===== config.mk =====
export PLATFORM = sky130hd
export DESIGN_NAME = fir_dac_serialiser_flat
export DESIGN_NICKNAME = d
export VERILOG_FILES = /design/src/rtl/fir_dac_serialiser_if.sv /design/src/rtl/fir_dac_serialiser.sv /design/src/flat_wrapper.sv
export SDC_FILE = /design/constraint.sdc
export NUM_CORES = 1
export LEC_CHECK = 0
export CORE_MARGIN = 8
export CORE_UTILIZATION = 30
export CTS_CLUSTER_DIAMETER = 80
export DETAILED_ROUTE_END_ITERATION = 8
export GPL_TIMING_DRIVEN = 0
export PLACE_DENSITY_LB_ADDON = 0.25
export RECOVER_POWER = 50
export SYNTH_ARGS = -nofsm -noshare
export SYNTH_HDL_FRONTEND = slang
export SYNTH_SLANG_ARGS = --single-unit
export TNS_END_PERCENT = 100

===== constraint.sdc =====
create_clock -name ck -period 3.5 [get_ports ck]
set_clock_uncertainty 0.05 [all_clocks]
set_input_delay 0.7 -clock ck [delete_from_list [all_inputs] [get_ports ck]]
set_output_delay 0.7 -clock ck [all_outputs]
set_load 0.05 [all_outputs]

===== src/rtl/fir_dac_serialiser_if.sv =====
// Stream-in / serial-DAC-out bundle for fir_dac_serialiser.
// The master side is the FIR plus control logic; the slave side is the serialiser.
interface fir_dac_serialiser_if #(
    parameter int IN_W  = 16,
    parameter int DEPTH = 4
);
    // Filtered sample stream and control
    logic signed [IN_W-1:0]    out;
    logic                      output_ready;
    logic                      clr_ovf;

    // DAC serial link and status
    logic                      sync_n;
    logic                      sclk;
    logic                      sdata;
    logic                      busy;
    logic [$clog2(DEPTH):0]    fifo_level;
    logic                      overflow;

    modport master (
        output out, output_ready, clr_ovf,
        input  sync_n, sclk, sdata, busy, fifo_level, overflow
    );

    modport slave (
        input  out, output_ready, clr_ovf,
        output sync_n, sclk, sdata, busy, fifo_level, overflow
    );
endinterface


===== src/rtl/fir_dac_serialiser.sv =====
// FIR-to-DAC serialiser: buffers signed samples in a small FIFO, rounds and
// saturates them to an offset-binary DAC word, and shifts the word out MSB
// first on a 3-wire link (sync_n / sclk / sdata). Each bit takes two clocks,
// and a one-cycle gap separates consecutive frames.
module fir_dac_serialiser #(
    parameter int DEPTH = 4,
    parameter int IN_W  = 16,
    parameter int DAC_W = 12
) (
    input  logic                 ck,
    input  logic                 rst_n,
    fir_dac_serialiser_if.slave  bus
);

    localparam int AW = $clog2(DEPTH);
    localparam int LW = AW + 1;
    localparam int BW = (DAC_W > 1) ? $clog2(DAC_W) : 1;

    // Half an LSB of the DAC word, expressed at the input scale.
    localparam logic [IN_W:0] RND = {{IN_W{1'b0}}, 1'b1} << (IN_W - DAC_W - 1);

    typedef enum logic [1:0] {
        ST_IDLE  = 2'd0,
        ST_SHIFT = 2'd1,
        ST_GAP   = 2'd2
    } state_t;

    // Round to nearest, clamp the one positive overflow case, then flip the
    // sign bit so the most negative input maps to code 0.
    function automatic logic [DAC_W-1:0] to_offset_binary(input logic signed [IN_W-1:0] s);
        logic [IN_W:0]    r;
        logic [DAC_W-1:0] w;
        r = {s[IN_W-1], s} + RND;
        if (!r[IN_W] && r[IN_W-1]) begin
            w = {1'b0, {(DAC_W-1){1'b1}}};
        end else begin
            w = DAC_W'(r >> (IN_W - DAC_W));
        end
        return {~w[DAC_W-1], w[DAC_W-2:0]};
    endfunction

    state_t            state_r, state_nx;
    logic [IN_W-1:0]   mem_r [DEPTH];
    logic [AW-1:0]     wr_ptr_r, rd_ptr_r;
    logic [LW-1:0]     level_r;
    logic [DAC_W-1:0]  shreg_r;
    logic [BW-1:0]     bit_cnt_r;
    logic              phase_r;
    logic              sync_n_r, sclk_r, sdata_r, busy_r, ovf_r;

    logic              empty_s, full_s;
    logic              push_s, pop_s, drop_s;
    logic              load_s, phase_up_s, bit_step_s, frame_end_s;
    logic [DAC_W-1:0]  head_code_s;

    assign empty_s     = (level_r == {LW{1'b0}});
    assign full_s      = (level_r == LW'(DEPTH));
    assign head_code_s = to_offset_binary(mem_r[rd_ptr_r]);

    // Next-state logic and per-cycle datapath strobes for the frame FSM.
    always_comb begin
        state_nx    = state_r;
        load_s      = 1'b0;
        phase_up_s  = 1'b0;
        bit_step_s  = 1'b0;
        frame_end_s = 1'b0;
        case (state_r)
            ST_IDLE, ST_GAP: begin
                if (!empty_s) begin
                    load_s   = 1'b1;
                    state_nx = ST_SHIFT;
                end else begin
                    state_nx = ST_IDLE;
                end
            end
            ST_SHIFT: begin
                if (!phase_r) begin
                    phase_up_s = 1'b1;
                end else if (bit_cnt_r == {BW{1'b0}}) begin
                    frame_end_s = 1'b1;
                    state_nx    = ST_GAP;
                end else begin
                    bit_step_s = 1'b1;
                end
            end
            default: begin
                state_nx = ST_IDLE;
            end
        endcase
    end

    // FIFO push/pop/drop decisions; a full FIFO still accepts when it pops on the same edge.
    always_comb begin
        pop_s  = load_s;
        push_s = 1'b0;
        drop_s = 1'b0;
        if (bus.output_ready) begin
            if (!full_s || pop_s) begin
                push_s = 1'b1;
            end else begin
                drop_s = 1'b1;
            end
        end else begin
            push_s = 1'b0;
        end
    end

    // FSM state register.
    always_ff @(posedge ck or negedge rst_n) begin
        if (!rst_n) begin
            state_r <= ST_IDLE;
        end else begin
            state_r <= state_nx;
        end
    end

    // FIFO storage; contents need no reset because the pointers define validity.
    always_ff @(posedge ck) begin
        if (push_s) begin
            mem_r[wr_ptr_r] <= bus.out;
        end
    end

    // FIFO pointers, occupancy and sticky overflow (a drop beats a clear).
    always_ff @(posedge ck or negedge rst_n) begin
        if (!rst_n) begin
            wr_ptr_r <= {AW{1'b0}};
            rd_ptr_r <= {AW{1'b0}};
            level_r  <= {LW{1'b0}};
            ovf_r    <= 1'b0;
        end else begin
            if (push_s) begin
                wr_ptr_r <= wr_ptr_r + AW'(1);
            end
            if (pop_s) begin
                rd_ptr_r <= rd_ptr_r + AW'(1);
            end
            case ({push_s, pop_s})
                2'b10:   level_r <= level_r + LW'(1);
                2'b01:   level_r <= level_r - LW'(1);
                default: level_r <= level_r;
            endcase
            if (drop_s) begin
                ovf_r <= 1'b1;
            end else if (bus.clr_ovf) begin
                ovf_r <= 1'b0;
            end
        end
    end

    // Shift register and registered serial outputs; sdata only moves when sclk falls.
    always_ff @(posedge ck or negedge rst_n) begin
        if (!rst_n) begin
            shreg_r   <= {DAC_W{1'b0}};
            bit_cnt_r <= {BW{1'b0}};
            phase_r   <= 1'b0;
            sync_n_r  <= 1'b1;
            sclk_r    <= 1'b0;
            sdata_r   <= 1'b0;
            busy_r    <= 1'b0;
        end else begin
            busy_r <= (state_nx != ST_IDLE);
            if (load_s) begin
                shreg_r   <= head_code_s;
                bit_cnt_r <= BW'(DAC_W - 1);
                phase_r   <= 1'b0;
                sync_n_r  <= 1'b0;
                sclk_r    <= 1'b0;
                sdata_r   <= head_code_s[DAC_W-1];
            end else if (phase_up_s) begin
                phase_r <= 1'b1;
                sclk_r  <= 1'b1;
            end else if (bit_step_s) begin
                phase_r   <= 1'b0;
                sclk_r    <= 1'b0;
                bit_cnt_r <= bit_cnt_r - BW'(1);
                shreg_r   <= shreg_r << 1;
                sdata_r   <= shreg_r[DAC_W-2];
            end else if (frame_end_s) begin
                phase_r  <= 1'b0;
                sync_n_r <= 1'b1;
                sclk_r   <= 1'b0;
                sdata_r  <= 1'b0;
            end
        end
    end

    assign bus.sync_n     = sync_n_r;
    assign bus.sclk       = sclk_r;
    assign bus.sdata      = sdata_r;
    assign bus.busy       = busy_r;
    assign bus.fifo_level = level_r;
    assign bus.overflow   = ovf_r;

endmodule


===== src/flat_wrapper.sv =====
// flat-port wrapper written by rule: the top's interface ports become plain ports
module fir_dac_serialiser_flat 
#(
    parameter int DEPTH = 4,
    parameter int IN_W  = 16,
    parameter int DAC_W = 12
)
  (ck, rst_n, bus_out, bus_output_ready, bus_clr_ovf, bus_sync_n, bus_sclk, bus_sdata, bus_busy, bus_fifo_level, bus_overflow);
  fir_dac_serialiser_if #(.IN_W(IN_W), .DEPTH(DEPTH)) bus_i ();
  input  logic ck;
  input  logic rst_n;
  input wire logic [$bits(bus_i.out)-1:0] bus_out;
  input wire logic [$bits(bus_i.output_ready)-1:0] bus_output_ready;
  input wire logic [$bits(bus_i.clr_ovf)-1:0] bus_clr_ovf;
  output wire logic [$bits(bus_i.sync_n)-1:0] bus_sync_n;
  output wire logic [$bits(bus_i.sclk)-1:0] bus_sclk;
  output wire logic [$bits(bus_i.sdata)-1:0] bus_sdata;
  output wire logic [$bits(bus_i.busy)-1:0] bus_busy;
  output wire logic [$bits(bus_i.fifo_level)-1:0] bus_fifo_level;
  output wire logic [$bits(bus_i.overflow)-1:0] bus_overflow;
  assign bus_i.out = bus_out;
  assign bus_i.output_ready = bus_output_ready;
  assign bus_i.clr_ovf = bus_clr_ovf;
  assign bus_sync_n = bus_i.sync_n;
  assign bus_sclk = bus_i.sclk;
  assign bus_sdata = bus_i.sdata;
  assign bus_busy = bus_i.busy;
  assign bus_fifo_level = bus_i.fifo_level;
  assign bus_overflow = bus_i.overflow;
  fir_dac_serialiser #(.DEPTH(DEPTH), .IN_W(IN_W), .DAC_W(DAC_W)) u_core (.ck(ck), .rst_n(rst_n), .bus(bus_i));
endmodule

Fig. 1: run 1, signal wires by layer
Scale bar: 50 um.
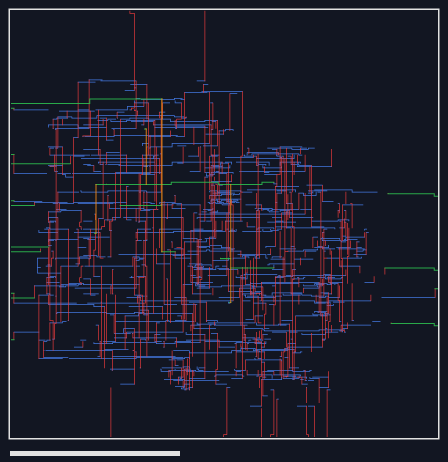
Key: green = met3 [wire length 232 um]; orange = met4 [wire length 110 um]; red = met2 [wire length 3030 um]; blue = met1 [wire length 3080 um]
final routed wirelength across all metal layers: 6460 um
final routed wire length divided by cell count: 15.6 um
number of vias after detailed routing: 1918

Fig. 2: run 1, clock wiring as the flow saved it
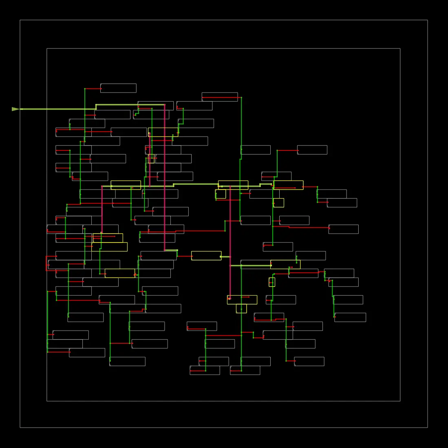
Flops: 81
final-layout clock buffer total: 9
Num Clock Sinks: 81
clock buffer count from CTS: 9
power consumed by the clock network: 0.000919 W

Fig. 3: run 1, drive-strength map
Scale bar: 50 um.
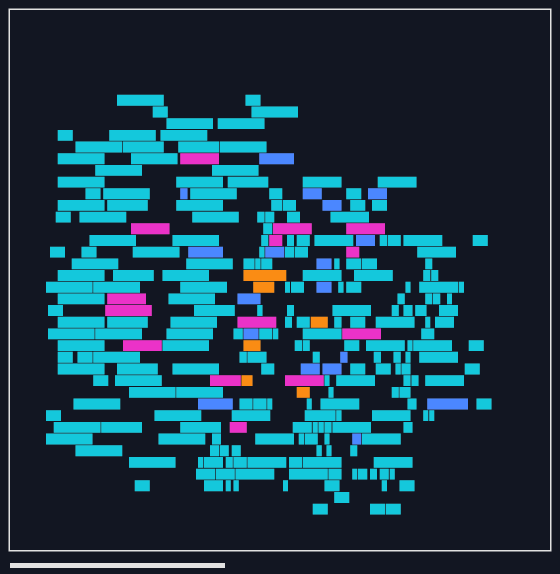
Key: magenta = drive 6 and up [cells 14, share 5.2%, most used clkbuf_16]; cyan = drive 1 or less [cells 229, share 86%, most used edfxtp_1]; orange = drive 3 to 4 [cells 6, share 2.2%]; blue = drive 2 [cells 18, share 6.7%, most used a22oi_2]
area grow syn2layout: 19.6%
post-layout worst setup margin: 574 ps
design area: 4320 um^2
Non-Clock Buffer Count: 31

==> impl_results.rst, run 1 <==
Flow metrics
------------

.. list-table::
   :header-rows: 1

   * - Metric
     - Value
   * - Mux frac, synth
     - 11.9%
   * - Multi-input gates
     - 129
   * - Number of max-cap violations
     - 1
   * - Met1 wire length
     - 3080 um
   * - Global-route total usage across every layer
     - 8.93%
   * - Global route total overflow
     - 0
   * - Critical path start-end classification
     - flip-flop to flip-flop
   * - Result of the run
     - complete, but fails checks
   * - Startpoint of the tightest hold check path
     - u_core.bus.sync_n$_DFFE_PN1P_
   * - Highest-count logic cell in the final layout
     - edfxtp_1
   * - Most frequent cells after synthesis
     - edfxtp_1, dfrtp_1
   * - TritonCTS clock tree
     - done
   * - Top cell type by instance count after synthesis
     - edfxtp_1
   * - Area post-placement
     - 4040 um^2
   * - Post-synthesis area per instance
     - 15.8 um^2
   * - Smallest hold slack
     - 450 ps
   * - Share of Yosys cell area claimed by the top area cell type
     - 43.2%
   * - Diode count
     - 0
   * - Sw Pwr
     - 0.00149 W
   * - Sequential share of power
     - 36.2%
   * - DP Wirelength
     - 4410 um
   * - Fraction of synthesized cell area in xor and xnor cells
     - 3.64%
   * - # DRC
     - 0
   * - Fin crit period
     - 2930 ps
   * - Summed standard-cell area reported by yosys
     - 3610 um^2
   * - Clk network pwr share
     - 22.6%
   * - Buffer depth of the longest clock path
     - 2
   * - Horizontal die size
     - 126 um
   * - Violated checks
     - max-capacitance violations, max-slew violations
   * - Cell Type Count
     - 47
   * - Max Slew Vio Count
     - 30
Fig. 4: run 1, port wiring
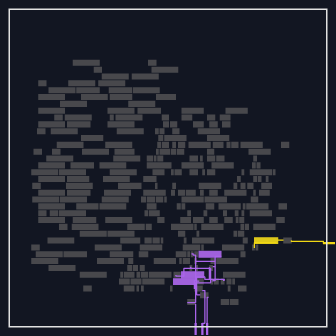

--- run 2 (diff from run 1) ---
clock period = 2.8 ns   (was 3.5 ns; I/O delays follow)
Fig. 5: run 2, port wiring
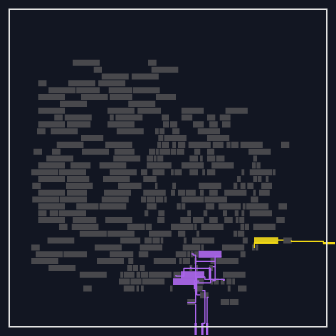
Key: purple = bus_fifo_level [bits 3, direction output, edge south, end cells 3, buffers 3, wire 141 um]; yellow = bus_sync_n [bits 1, direction output, edge east, end cells 1, buffers 1, wire 27.5 um]
io pins: 28
count of buffers inserted at the top-level ports: 24

==> run 2 against run 1 <==
  * The flow still finishes with violations (max-capacitance violations, max-slew violations)
  * Sequential share of layout area is 0.43 points lower
  * Clock-buffer cell count stayed put
  * Wire length is 1.8% higher
  * Highest routed layer unchanged
==> impl_results.rst, run 2 <==
Flow metrics
------------

.. list-table::
   :header-rows: 1

   * - Metric
     - Value
   * - Clock buffer count from CTS
     - 9
   * - Result of the run
     - complete, but fails checks
   * - Design area
     - 4360 um^2
   * - Top cell type by instance count after synthesis
     - edfxtp_1
   * - Highest-count logic cell in the final layout
     - edfxtp_1
   * - Horizontal die size
     - 126 um
   * - Post-synthesis area per instance
     - 15.8 um^2
   * - Multi-input gates
     - 129
   * - Buffer depth of the longest clock path
     - 2
   * - Final-layout clock buffer total
     - 9
   * - Max Slew Vio Count
     - 30
   * - Critical path start-end classification
     - flip-flop to flip-flop
   * - Global route total overflow
     - 0
   * - Final routed wire length divided by cell count
     - 15.7 um
   * - Smallest hold slack
     - 449 ps
   * - Summed standard-cell area reported by yosys
     - 3610 um^2
   * - Startpoint of the tightest hold check path
     - u_core.bus.sync_n$_DFFE_PN1P_
   * - Flops
     - 81
   * - # DRC
     - 0
   * - Cell Type Count
     - 47
   * - Final routed wirelength across all metal layers
     - 6570 um
   * - Violated checks
     - max-capacitance violations, max-slew violations
   * - Area post-placement
     - 4040 um^2
   * - Post-layout worst setup margin
     - 186 ps
   * - TritonCTS clock tree
     - done
   * - Num Clock Sinks
     - 81
   * - Met1 wire length
     - 3130 um
   * - DP Wirelength
     - 4410 um
   * - Area grow syn2layout
     - 20.6%
   * - Sw Pwr
     - 0.00188 W
   * - Fin crit period
     - 2610 ps
   * - Number of vias after detailed routing
     - 1945
   * - Clk network pwr share
     - 22.3%
   * - Mux frac, synth
     - 11.9%
   * - Most frequent cells after synthesis
     - edfxtp_1, dfrtp_1
   * - Number of max-cap violations
     - 1
   * - Sequential share of power
     - 35.8%
Fig. 6: run 2, clock wiring as the flow saved it
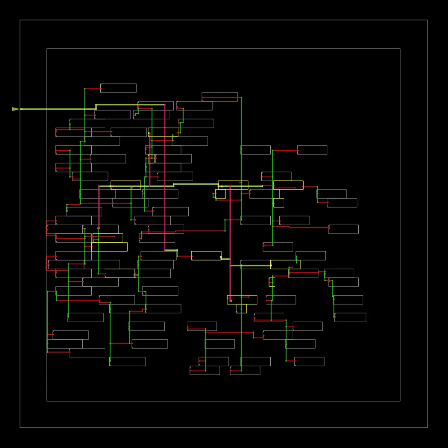
source-to-sink clock delay at the later pin of the worst-skew pair: 330 ps
power consumed by the clock network: 0.00115 W

No activity file was given, so power comes from the tool's default toggle rates.
